### src/rtl/stopwatch_counter.sv
// MM:SS stopwatch core: four BCD digits advanced by a 1 Hz tick while running,
// or stepped one field at a time by a 2 Hz tick in adjust mode.
module stopwatch_counter #(
   parameter int unsigned MIN_MAX = 59,
   parameter int unsigned SEC_MAX = 59
) (
   input  logic       clk,
   input  logic       rst_n,
   input  logic       tick_1hz,
   input  logic       tick_adj,
   input  logic       adj,
   input  logic       sel,
   input  logic       pause_pulse,
   input  logic       clear_pulse,
   output logic [3:0] minutes_tens,
   output logic [3:0] minutes_ones,
   output logic [3:0] seconds_tens,
   output logic [3:0] seconds_ones,
   output logic       running,
   output logic       adjusting,
   output logic       rollover
);

   localparam logic [3:0] MinTens = 4'(MIN_MAX / 10);
   localparam logic [3:0] MinOnes = 4'(MIN_MAX % 10);
   localparam logic [3:0] SecTens = 4'(SEC_MAX / 10);
   localparam logic [3:0] SecOnes = 4'(SEC_MAX % 10);

   typedef enum logic [1:0] {StStopped, StRunning, StAdjust} state_e;

   state_e     state_q, state_d;
   logic       run_saved_q, run_saved_d;
   logic [3:0] min_tens_q, min_tens_d, min_ones_q, min_ones_d;
   logic [3:0] sec_tens_q, sec_tens_d, sec_ones_q, sec_ones_d;
   logic       running_q, running_d, adjusting_q, adjusting_d;
   logic       rollover_q, rollover_d;
   logic       tick_1hz_prev_q, tick_adj_prev_q;
   logic       cnt_en, adj_en;
   logic [8:0] sec_inc, min_inc;

   // Returns {wrap, tens, ones} for a two-digit BCD field incremented by one.
   function automatic logic [8:0] bcd_inc(input logic [3:0] tens, input logic [3:0] ones,
                                          input logic [3:0] max_tens,
                                          input logic [3:0] max_ones);
      if (tens == max_tens && ones == max_ones) begin
         return 9'h100;
      end else if (ones >= 4'd9) begin
         return {1'b0, tens + 4'd1, 4'd0};
      end else begin
         return {1'b0, tens, ones + 4'd1};
      end
   endfunction

   // Rising-edge qualify so a stretched pulse still counts only once.
   assign cnt_en  = tick_1hz & ~tick_1hz_prev_q;
   assign adj_en  = tick_adj & ~tick_adj_prev_q;
   assign sec_inc = bcd_inc(sec_tens_q, sec_ones_q, SecTens, SecOnes);
   assign min_inc = bcd_inc(min_tens_q, min_ones_q, MinTens, MinOnes);

   always_comb begin
      state_d     = state_q;
      run_saved_d = run_saved_q;
      min_tens_d  = min_tens_q;
      min_ones_d  = min_ones_q;
      sec_tens_d  = sec_tens_q;
      sec_ones_d  = sec_ones_q;
      rollover_d  = 1'b0;

      if (clear_pulse) begin
         min_tens_d = 4'd0;
         min_ones_d = 4'd0;
         sec_tens_d = 4'd0;
         sec_ones_d = 4'd0;
      end else if (state_q == StRunning && cnt_en) begin
         {sec_tens_d, sec_ones_d} = sec_inc[7:0];
         if (sec_inc[8]) begin
            {min_tens_d, min_ones_d} = min_inc[7:0];
            rollover_d = min_inc[8];
         end
      end else if (state_q == StAdjust && adj_en) begin
         if (sel) begin
            {sec_tens_d, sec_ones_d} = sec_inc[7:0];
         end else begin
            {min_tens_d, min_ones_d} = min_inc[7:0];
         end
      end

      unique case (state_q)
         StStopped: begin
            if (adj) begin
               state_d     = StAdjust;
               run_saved_d = 1'b0;
            end else if (pause_pulse) begin
               state_d = StRunning;
            end
         end
         StRunning: begin
            if (adj) begin
               state_d     = StAdjust;
               run_saved_d = 1'b1;
            end else if (pause_pulse) begin
               state_d = StStopped;
            end
         end
         StAdjust: begin
            if (!adj) state_d = run_saved_q ? StRunning : StStopped;
         end
         default: state_d = StStopped;
      endcase

      running_d   = (state_d == StRunning);
      adjusting_d = (state_d == StAdjust);
   end

   always_ff @(posedge clk or negedge rst_n) begin
      if (!rst_n) begin
         state_q         <= StStopped;
         run_saved_q     <= 1'b0;
         min_tens_q      <= 4'd0;
         min_ones_q      <= 4'd0;
         sec_tens_q      <= 4'd0;
         sec_ones_q      <= 4'd0;
         running_q       <= 1'b0;
         adjusting_q     <= 1'b0;
         rollover_q      <= 1'b0;
         tick_1hz_prev_q <= 1'b0;
         tick_adj_prev_q <= 1'b0;
      end else begin
         state_q         <= state_d;
         run_saved_q     <= run_saved_d;
         min_tens_q      <= min_tens_d;
         min_ones_q      <= min_ones_d;
         sec_tens_q      <= sec_tens_d;
         sec_ones_q      <= sec_ones_d;
         running_q       <= running_d;
         adjusting_q     <= adjusting_d;
         rollover_q      <= rollover_d;
         tick_1hz_prev_q <= tick_1hz;
         tick_adj_prev_q <= tick_adj;
      end
   end

   assign minutes_tens = min_tens_q;
   assign minutes_ones = min_ones_q;
   assign seconds_tens = sec_tens_q;
   assign seconds_ones = sec_ones_q;
   assign running      = running_q;
   assign adjusting    = adjusting_q;
   assign rollover     = rollover_q;

endmodule

### config.mk
export PLATFORM = sky130hd
export DESIGN_NAME = stopwatch_counter
export DESIGN_NICKNAME = d
export VERILOG_FILES = /design/src/rtl/stopwatch_counter.sv
export SDC_FILE = /design/constraint.sdc
export NUM_CORES = 1
export LEC_CHECK = 0
export CAP_MARGIN = 30
export CORE_ASPECT_RATIO = 0.6
export CORE_MARGIN = 2
export CORE_UTILIZATION = 50
export DETAILED_ROUTE_END_ITERATION = 16
export GPL_ROUTABILITY_DRIVEN = 0
export PLACE_DENSITY = 0.78
export SYNTH_ARGS = -nofsm -noshare
export SYNTH_HDL_FRONTEND = slang
export SYNTH_SLANG_ARGS = --single-unit
### constraint.sdc
create_clock -name clk -period 2.1 [get_ports clk]
set_input_delay 0.21 -clock clk [delete_from_list [all_inputs] [get_ports clk]]
set_output_delay 0.21 -clock clk [all_outputs]
set_load 0.1 [all_outputs]
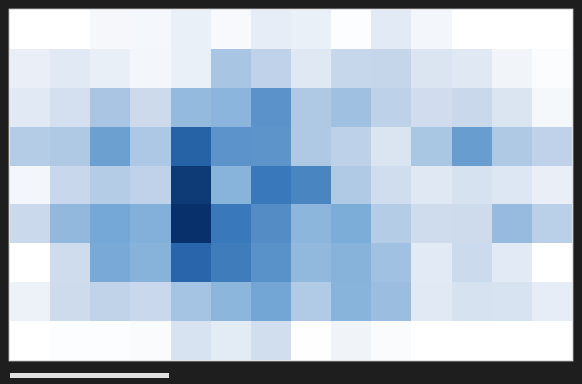
Figure 1: wiring heat map.
Bar = 20 um. The die is cut into 14 by 9 equal tiles; white is low, dark blue is high, scaled to the fullest tile. Values are wire area over tile area, all layers added.
fullest tile = 0.59
densest ninth of the die = middle
tiles over half the peak = 14%
mean over tiles = 0.16
nearly empty tiles = 14%
routed vias: 1083
Total Routed Length: 3000 um

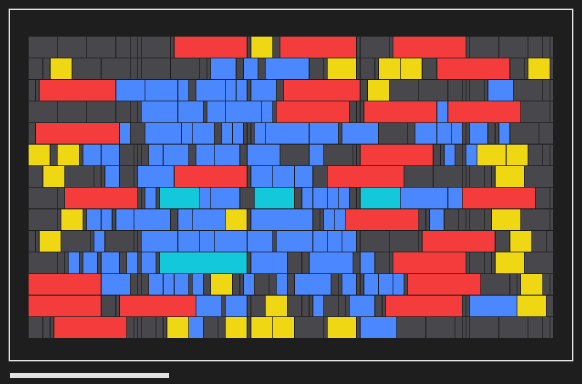
Figure 2: cell classes on the final placement.
Bar = 20 um. Fill, decap, tap and diode cells in gray.
clock drivers and dummy loads -> cyan  # cells 4, share of their area 4.3%
flip-flops -> red  # cells 24, share of their area 37%
all other logic -> blue  # cells 103, share of their area 45%
other buffers and delay cells -> yellow  # cells 28, share of their area 14%

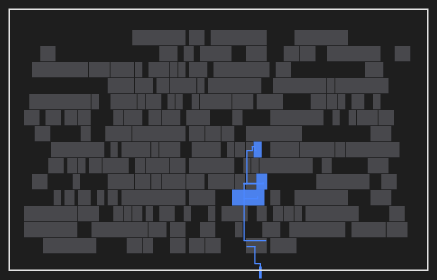
Figure 3: wires at chosen ports, followed through buffers.
sel -> blue  # bits 1, direction input, edge bottom, end cells 3, buffers 1, wire 34.3 um
Top-Level Pins: 27
PortBufs: 26

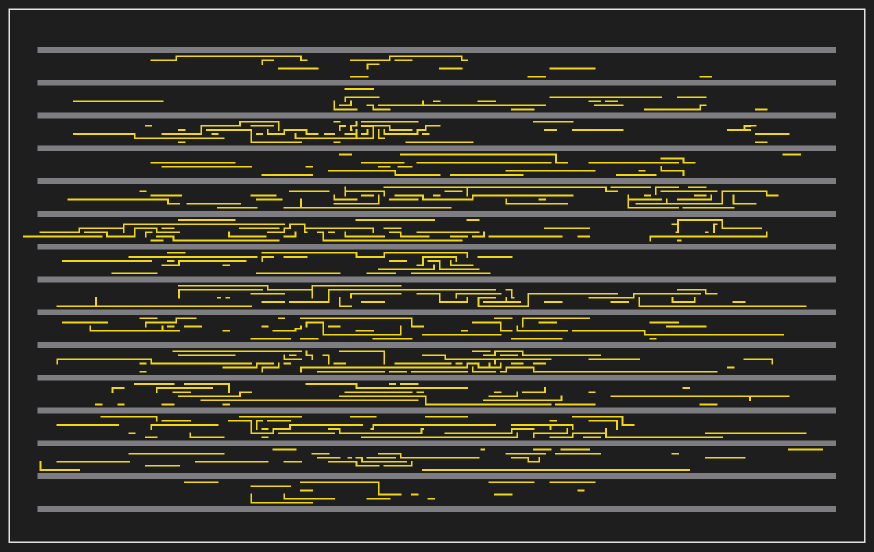
Figure 4: metal 1.
Supply wires on this layer in gray.
share of all routed wire = 48%
main direction = horizontal
nets with wire on the layer = 152
wire length on this layer = 1430 um
longest straight run = 22.1 um
global-route track usage on met1: 0.303

==> impl_metrics.tcl <==
# implementation run metrics
set metrics [dict create \
    critPathKind "reg2reg" \
    power_leakage_nw 0.803 \
    nClkBuffers 3 \
    routed_via_density 5.67 \
    warning_count 32 \
    numSynthFlops 24 \
    globalRoute.totalOverflow 0 \
    grt_pass1_vias 1037 \
    layout.area.seq_sq_um 612 \
    comb_area_frac 0.414 \
    rows 14 \
    critical_path_peak_fanout 5 \
    critPathCapture "minutes_tens[0]" \
    post_synth_inst_count 128 \
    tritoncts "yes" \
    finalSetupViolCount 0 \
    path_cells "inv_1 > ha_1 > or3b_1 > nand2_1 > nand2b_1 > nand2_2 > mux2_4" \
    fp.dieArea_sq_um 3130 \
    place_hpwl_um 2100 \
    number_of_clock_sinks 24 \
    final.setup_skew_ps 3.58 \
    numCtsBuffers 3 \
    clk_pin_slew_worst_paths_ps 90 \
    synthDistinctLibCells 39 \
    worst-endpoint-required_ps 2260 \
    grt.total_usage 0.210 \
    final_worst_hold_slack_ps 295 \
    worst_skew_late_latency_ps 270 \
    setup-tns-final_ps 0 \
    final.fill_count 210 \
    start_kind "flip-flop" \
    firstDrtPassIters 5 \
    well_tap_count 32 \
    edf_count 0 \
    cts-resized-gates 0 \
    synth_largest_type_area_fraction 0.448 \
    yosys_area_sq_um 1340 \
    min_period_ps 1950 \
    layout_top_cell "sky130_fd_sc_hd__buf_4" \
    htreeDepth 1 \
    timing.final.ws_setup_ps 153 \
    relSlewSlack 0.628 \
    final-comb-area_sq_um 699 \
    leading_cell_types_by_total_area_after_synthesis "sky130_fd_sc_hd__dfrtp_1, sky130_fd_sc_hd__ha_1, sky130_fd_sc_hd__a21oi_1" \
    run_status "complete, no violations" \
    initial_utilization 0.532 \
    seq_cell_count 24 \
    clock_root_buffer_master "sky130_fd_sc_hd__clkbuf_8" \
    hold_violations 0 \
    post-place-ws_ps 165 \
    synth_area_per_cell_sq_um 10.5 \
    crit-reg2reg-launch "minutes_ones[1]" \
    remaining_drc_errors 0 \
    post-synth-top-area-cell "sky130_fd_sc_hd__dfrtp_1" \
    max_freq_mhz 514 \
    maxCapViolations 0 \
    rsz0062_at_grt "false" \
    timing.hold.worst.class "in2async" \
    ir_drop_worst_vdd_v 0.000639 \
    drive_gt1_frac 0.296 \
    core-area_sq_um 2520 \
    clock_cell_area_share 0.0423 \
    synthesis.yosys.warnings 0 \
    net_count_entering_floorplan 146 \
    regToRegEndpoint "minutes_tens[0]" \
    finalNetCount 178 \
    post_synth_instance_area_sq_um 1340 \
    ys_async_sr_fraction 1.00 \
]
## cell families after synthesis
logic type      Yosys count  synth area share
flops                    24             0.448
mux                       5            0.0457
buf+inv                  11            0.0308
fa+ha+maj                10            0.0933
compound gates           27             0.132
simple gates             50             0.244
xor+xnor                  1           0.00653
## worst max-delay path: cells and delay by family (launching register included)
kind / cells / cell delay, ps
fa+ha+maj: 1 / 130
flops: 1 / 500
mux: 1 / 310
simple gates: 4 / 810
buf+inv: 1 / 90
## where the power goes
part	internal (W)	switching [W]	leakage [nW]
Combinational	0.0000645	0.000154	0.456
Sequential	0.000485	0.0000225	0.311
Clock	0.000255	0.000150	0.0357
## per-stage QoR
step / cells / area (sq um) / util
floorplan: 128 / 1350 / -
global placement: 187 / 1620 / 0.641
detailed placement: 187 / 1620 / 0.641
CTS: 191 / 1690 / 0.669
global route: 191 / 1690 / 0.669
finish: 191 / 1690 / 0.669
## worst min path at each step
stage,end,slack [ps],cells after the start
after floorplan,adjusting,-90,0
after global placement,run_saved_q,490,2
after detailed placement,run_saved_q,530,2
after CTS,seconds_ones[3],310,2
after global routing,tick_1hz_prev_q,320,2
final,seconds_ones[2],290,2
## routing by layer
| layer | share of wire | wire, um | GRT usage | vias to the layer above |
|---|---|---|---|---|
| met5 | 0 | 0 | 0 | - |
| met3 | 0.070 | 210 | 0.0638 | 8 |
| met1 | 0.48 | 1430 | 0.303 | 516 |
| met2 | 0.44 | 1310 | 0.323 | 41 |
| li1 | - | - | - | 518 |
| met4 | 0.017 | 51 | 0.0340 | 0 |
## registers in the layout, summed over array words and instances, names as in the netlist
name	cells
running	1
rollover	1
state_q	2
seconds_tens	4
tick_adj_prev_q	1
minutes_tens	4
adjusting	1
tick_1hz_prev_q	1
run_saved_q	1
seconds_ones	4
minutes_ones	4
Power is estimated from default activity; no workload was simulated.
